[src/rtl/tree_adder_pkg.sv]
// Shared sizing helpers for the pipelined reduction adder.
// All functions are elaboration-time only.
package tree_adder_pkg;

    localparam int DEFAULT_WIDTH = 8;
    localparam int DEFAULT_SIZE  = 5;

    function automatic int clog2(input int n);
        int r;
        r = 0;
        for (int v = 1; v < n; v = v * 2) begin
            r++;
        end
        return r;
    endfunction

    // Entry count at a given tree level: halves (rounding up) per level.
    function automatic int level_count(input int size, input int level);
        int n;
        n = size;
        for (int l = 0; l < level; l++) begin
            n = (n + 1) / 2;
        end
        return n;
    endfunction

    function automatic int out_width(input int width, input int size);
        return width + clog2(size);
    endfunction

    function automatic int latency(input int size);
        return (clog2(size) < 1) ? 1 : clog2(size);
    endfunction

endpackage

[src/rtl/tree_adder_level.sv]
// One reduction level: pairwise adds with odd pass-through,
// followed by a valid/data register that advances on adv.
module tree_adder_level #(
    parameter int IN_COUNT = 2,
    parameter int W        = 8,
    parameter int OC       = (IN_COUNT + 1) / 2
) (
    input  logic                clk,
    input  logic                rst_n,
    input  logic                adv,
    input  logic                in_valid,
    input  logic [IN_COUNT*W-1:0] in_data,
    output logic                out_valid,
    output logic [OC*W-1:0]     out_data
);

    logic [OC*W-1:0] sum;

    for (genvar i = 0; i < IN_COUNT / 2; i++) begin : g_pair
        assign sum[i*W +: W] = in_data[(2*i)*W +: W]
                             + in_data[(2*i+1)*W +: W];
    end

    if ((IN_COUNT % 2) != 0) begin : g_odd
        assign sum[(OC-1)*W +: W] = in_data[(IN_COUNT-1)*W +: W];
    end

    always_ff @(posedge clk or negedge rst_n) begin
        if (!rst_n) begin
            out_valid <= 1'b0;
            out_data  <= '0;
        end else if (adv) begin
            out_valid <= in_valid;
            out_data  <= sum;
        end
    end

endmodule

[src/rtl/pipelined_tree_adder.sv]
// Registered valid/ready reduction adder: sums SIZE operands into
// one overflow-free result, one tree level per pipeline stage.
module pipelined_tree_adder
    import tree_adder_pkg::*;
#(
    parameter int WIDTH     = DEFAULT_WIDTH,
    parameter int SIZE      = DEFAULT_SIZE,
    parameter int SIGNED    = 0,
    parameter int OUT_WIDTH = out_width(WIDTH, SIZE),
    parameter int LATENCY   = latency(SIZE)
) (
    input  logic                  clk,
    input  logic                  rst_n,
    input  logic                  in_valid,
    output logic                  in_ready,
    input  logic [SIZE*WIDTH-1:0] data_in,
    output logic                  out_valid,
    input  logic                  out_ready,
    output logic [OUT_WIDTH-1:0]  data_out
);

    logic                      adv;
    logic [SIZE*OUT_WIDTH-1:0] ext;

    // Single global enable: the whole pipe moves unless the head is stuck.
    assign adv      = !out_valid || out_ready;
    assign in_ready = adv;

    for (genvar k = 0; k < SIZE; k++) begin : g_ext
        if (SIGNED != 0) begin : g_sx
            assign ext[k*OUT_WIDTH +: OUT_WIDTH] =
                OUT_WIDTH'(signed'(data_in[k*WIDTH +: WIDTH]));
        end else begin : g_zx
            assign ext[k*OUT_WIDTH +: OUT_WIDTH] =
                OUT_WIDTH'(data_in[k*WIDTH +: WIDTH]);
        end
    end

    for (genvar l = 0; l < LATENCY; l++) begin : g_lvl
        localparam int NI = level_count(SIZE, l);
        localparam int NO = level_count(SIZE, l + 1);

        logic                   v_in;
        logic [NI*OUT_WIDTH-1:0] d_in;
        logic                   v_out;
        logic [NO*OUT_WIDTH-1:0] d_out;

        if (l == 0) begin : g_head
            assign v_in = in_valid && in_ready;
            assign d_in = ext;
        end else begin : g_body
            assign v_in = g_lvl[l-1].v_out;
            assign d_in = g_lvl[l-1].d_out;
        end

        tree_adder_level #(
            .IN_COUNT (NI),
            .W        (OUT_WIDTH),
            .OC       (NO)
        ) u_level (
            .clk       (clk),
            .rst_n     (rst_n),
            .adv       (adv),
            .in_valid  (v_in),
            .in_data   (d_in),
            .out_valid (v_out),
            .out_data  (d_out)
        );
    end

    assign out_valid = g_lvl[LATENCY-1].v_out;
    assign data_out  = g_lvl[LATENCY-1].d_out;

endmodule

[config.mk]
export PLATFORM = sky130hd
export DESIGN_NAME = pipelined_tree_adder
export DESIGN_NICKNAME = d
export VERILOG_FILES = /design/src/rtl/tree_adder_pkg.sv /design/src/rtl/tree_adder_level.sv /design/src/rtl/pipelined_tree_adder.sv
export SDC_FILE = /design/constraint.sdc
export NUM_CORES = 1
export LEC_CHECK = 0
export CAP_MARGIN = 20
export CORE_MARGIN = 2
export CORE_UTILIZATION = 25
export CTS_CLUSTER_SIZE = 24
export DETAILED_ROUTE_END_ITERATION = 10
export GPL_TIMING_DRIVEN = 1
export REMOVE_ABC_BUFFERS = 1
export SYNTH_ARGS = -nofsm -noshare
export SYNTH_HDL_FRONTEND = slang
export SYNTH_HIERARCHICAL = 1
export SYNTH_SLANG_ARGS = --single-unit
[constraint.sdc]
create_clock -name clk -period 5.1 [get_ports clk]
set_input_delay 0.765 -clock clk [delete_from_list [all_inputs] [get_ports clk]]
set_output_delay 0.765 -clock clk [all_outputs]
set_load 0.02 [all_outputs]
**Run 1: routing congestion**

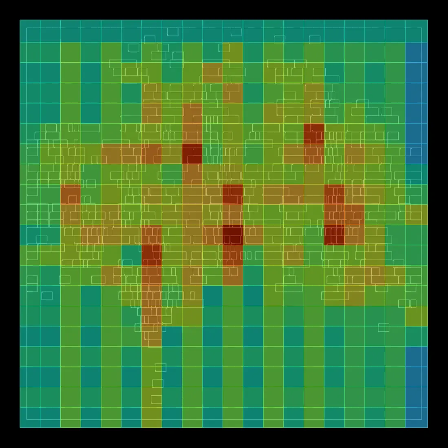
GR Util met1: 14.5%
met3 Track Usage GR: 3.11%
M2 GR Usage: 16.4%

**Run 1: wires at chosen ports, followed through buffers**

Drawn at 2 px/um.
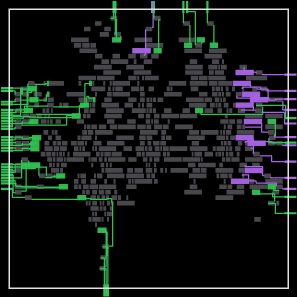
port	colour	bits	direction	edge	end cells	wire
`data_in`	green	40	input	27 left, 6 top, 4 right, 3 bottom	28	925 um
`data_out`	purple	11	output	10 right, 1 top	11	260 um

==> CHANGELOG.md, run 1 <==
### Physical design

* Hold Buf Count CTS at 0
* Biggest register: g_lvl.u_level/out_data
* Avg WL per Cell at 13.2 um
* Number of flops mapped to enable cells by yosys at 0
* Area delta synth->final at 24.6%
* Buffers excl. clock at 58
* Cell Type Count at 61
* N_diodes at 0
* Aoi share at 18.4%
* CP max FO at 40
* I/O Pins at 57
* Clock Power at 611 uW
* Final setup vio count at 0
* Setup slack at placement at 1.90 ns
* Final hold violation count at 0
* Pwr per Cell Area at 577 nW/um^2
* Worst path most repeated cell: clkdlybuf4s50_1
* Max reg flops at 66
* Post-synth mux share at 12.9%
* TAP cells at 229
* Largest net degree at the start of global routing at 54
* Final hold slack at 0.354 ns
* Instance count of the mapped netlist at 425
* Primary FF master, synth: dfrtp_1
* Remaining routing DRC violations at 0
* Leading registers by flop count: g_lvl.u_level/out_data: 66 flops, g_lvl.u_level/out_valid: 3 flops
* CP top delay family: buffers and inverters
* Minimum clock period at 3.19 ns
* Final #Nets at 584
* DIE HEIGHT at 139 um
* Placed Cells incl. Taps at 714
* LEAKAGE at 2.46 nW
* Outcome: complete, no violations
* Xor/xnor share at 3.86%
* Logic area at 2710 sq um
* FILL cells at 1843
* Die x size at 139 um
* CP endpoint kind: output port
* WL met2 at 4.37 mm
* Syn avg cell area at 10.7 sq um
* DRT iter0 DRCs at 215
* And+or+nand+nor area frac at 10.6%
* Post-synth area hogs: dfrtp_1, ha_1, mux2_2
**Run 1: routed clock nets over the placement**

Drawn at 3 px/um.
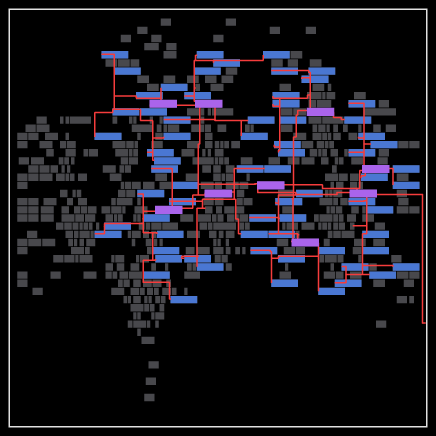
[clock drivers] purple | count: 9
[clock wires] red | length: 966 um
[flip-flops] blue | count: 69
routed clock nets	10

-- run 1: worst reg2reg max path, delay by kind of cell, from the launching register on --
| family | cells | cell delay (ns) |
|---|---|---|
| AND/OR/NAND/NOR | 1 | 0.18 |
| adder cells (fa/ha/maj) | 2 | 0.63 |
| XOR/XNOR | 1 | 0.15 |
| flip-flops | 1 | 0.35 |
| AND-OR/OR-AND | 2 | 0.43 |
| buffers and inverters | 1 | 0.08 |
| multiplexers | 1 | 0.26 |
-- run 1: final timing paths --
kind,to,cells past startpoint
worst max-delay path,in_ready,3
worst min-delay path,g_lvl[1].u_level/out_data[19],1
worst max register to register,g_lvl[1].u_level/out_data[6],8
worst min register to register,g_lvl[2].u_level/out_data[4],1
max in group asynchronous,g_lvl[1].u_level/out_data[11],2
min in group clk,g_lvl[2].u_level/out_data[4],1
**Run 1: cell density map**

Drawn at 3 px/um. The die is cut into 14 by 14 equal tiles; dark blue is low, red is high, 0 to 100% covered.
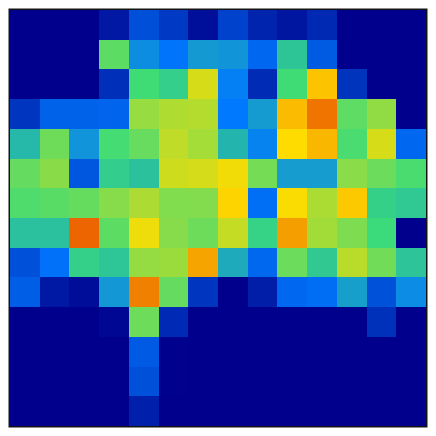

==> run 2, diff against run 1 <==
clock period = 3.3 ns   (was 5.1 ns; I/O delays follow)
**Run 2: cell density map**

Drawn at 3 px/um. The die is cut into 14 by 14 equal tiles; dark blue is low, red is high, 0 to 100% covered.
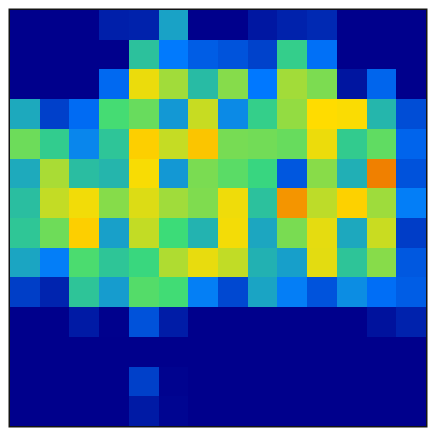
emptiest ninth of the die	lower right
fullest tile	85%
tiles over 75% full	3.1%

==> run 2 against run 1 <==
  * Clock skew is essentially flat
  * Largest cell class unchanged
  * Via count shrank 1.1%
  * Utilization is essentially flat
  * Sequential share of layout area is essentially flat
  * Synthesized cell count is the same
  * Synthesized area is the same
  * Worst setup slack lost 1.1 ns
  * Largest power group unchanged
  * Global-route usage shrank 0.063 points
  * Clock-buffer cell count shrank 3
  * Critical path type unchanged
  * Combinational power grew 53%
  * Flip-flop count is the same
==> CHANGELOG.md, run 2 <==
### Physical design

* Seq group at 1.43 mW (was 922 uW)
* Data buffer area share at 10.2% (was 10.1%)
* Die footprint at 19200 sq um (unchanged)
* Pre-antenna DRT Iters at 4 (unchanged)
* Worst Max-Slew Pin Slew at 0.873 ns (was 0.695 ns)
* Clock Power at 936 uW (was 611 uW)
* GP Congestion at 0.850 (was 0.836)
* Leading registers by flop count: g_lvl.u_level/out_data: 66 flops, g_lvl.u_level/out_valid: 3 flops (unchanged)
* Initial antenna violation count at 0 (unchanged)
* Share of cells above drive strength 1 at 16.9% (was 16.4%)
* FP Util at 25.3% (unchanged)
* Reg-to-reg slack, setup at 1.11 ns (was 2.89 ns)
* Instance count of the mapped netlist at 425 (unchanged)
* Largest class: combinational gates (unchanged)
* Internal power at 3.09 mW (was 2.01 mW)
* Clk_buf instances at 9 (was 12)
* Max reg flops at 66 (unchanged)
* Final hold violation count at 0 (unchanged)
* Biggest register: g_lvl.u_level/out_data (unchanged)
* Die x size at 139 um (unchanged)
* RR Endpoint: g_lvl[1].u_level/out_data[6] (unchanged)
* Post-synth area hogs: dfrtp_1, ha_1, mux2_2 (unchanged)
* FILL cells at 1847 (was 1843)
* Total wire length at 9.68 mm (was 9.67 mm)
* CP endpoint kind: output port (unchanged)
* Outcome: complete, no violations (unchanged)
* Primary FF master, synth: dfrtp_1 (unchanged)
* Remaining routing DRC violations at 0 (unchanged)
* Met3 Track Usage GR at 3.49% (was 3.11%)
* Detail Placement HPWL at 7.30 mm (was 7.37 mm)
* Placement Rows at 49 (unchanged)
* Fin util at 31.6% (about the same)
* N_diodes at 0 (unchanged)
* Busiest grt layer: met2 (unchanged)
* Setup slack at placement at 0.543 ns (was 1.90 ns)
* Largest net degree at the start of global routing at 70 (was 54)
* Setup TNS at 0 ns (unchanged)
* DRT iter0 DRCs at 180 (was 215)
* Clock Tree Root: clkbuf_16 (unchanged)
* Clock tree from TritonCTS: yes (unchanged)
* LEAKAGE at 2.46 nW (about the same)
* Area delta synth->final at 24.7% (was 24.6%)
* Minimum clock period at 2.47 ns
* Worst Path Arrival at 1.98 ns (was 2.42 ns)
* Vias in the first global route at 3407 (was 3519)
* Post-Layout Cell Count at 731 (was 730)
* Core area at 17900 sq um (unchanged)
* Logic area at 2710 sq um (unchanged)
* Port bufs at 56 (unchanged)
* Cts bufs inserted at 9 (unchanged)
* Buffers excl. clock at 59 (was 58)
* Post-synth top area cell: dfrtp_1 (unchanged)
* DIE HEIGHT at 139 um (unchanged)
* Syn avg cell area at 10.7 sq um (unchanged)
* GR Util met1 at 14.1% (was 14.5%)
* Hold Buf Count CTS at 0 (unchanged)
* Placed Cells incl. Taps at 715 (was 714)
* FF-to-FF path depth at 8 (unchanged)
* Worst Setup EP: in_ready (unchanged)
* Maximum VDD drop at 0.413 mV (was 0.280 mV)
* Power, Total at 5.01 mW (was 3.26 mW)
* YS chip area at 4540 sq um (unchanged)
* # Post-CTS Setup Buffers at 0 (unchanged)
* Tot GR Track Use at 10.5% (was 10.6%)
* Final #Nets at 585 (was 584)
* M2 GR Usage at 16.4% (about the same)
* Avg WL per Cell at 13.2 um (about the same)
* Post-synthesis sequential area ratio at 38.1% (unchanged)
* Vias at 3380 (was 3417)
* TAP cells at 229 (unchanged)
* Final hold slack at 0.370 ns (was 0.354 ns)
* I/O Pins at 57 (unchanged)
* Final setup vio count at 0 (unchanged)
* PostCTS Resize Cnt at 0 (unchanged)
* Psw at 1.91 mW (was 1.24 mW)
* Number of flops mapped to enable cells by yosys at 0 (unchanged)
* CP max FO at 24 (was 40)
* Cell Type Count at 61 (unchanged)
* Pwr per Cell Area at 885 nW/um^2 (was 577 nW/um^2)
==> run 2: cell counts after synthesis <==
Identical to the previous run, type by type.
==> run 2: cells by family (layout without fill, tap and decap cells) <==
kind of cell	count (synthesis)	count (layout)	share of synthesized area, %
AND-OR/OR-AND	116	116	18.4
adder cells (fa/ha/maj)	44	44	12.8
buffers and inverters	29	92	3.34
flip-flops	69	69	38.1
AND/OR/NAND/NOR	95	95	10.6
other	1	15	0.0827
multiplexers	51	51	12.9
XOR/XNOR	20	20	3.86
==> run 2: worst max-delay path: stages <==
cell and delay, ns:
clkdlybuf4s50_1 0.45, nand2b_4 0.34, clkdlybuf4s50_1 0.68
==> run 2: per-layer routing <==
layer	routed length [um]	part of all wire [%]
met5	0	0
met4	71	0.73
met3	380	3.9
met2	4420	46
met1	4810	50
Power figures rest on the tool's default switching activity, not on a simulated workload.
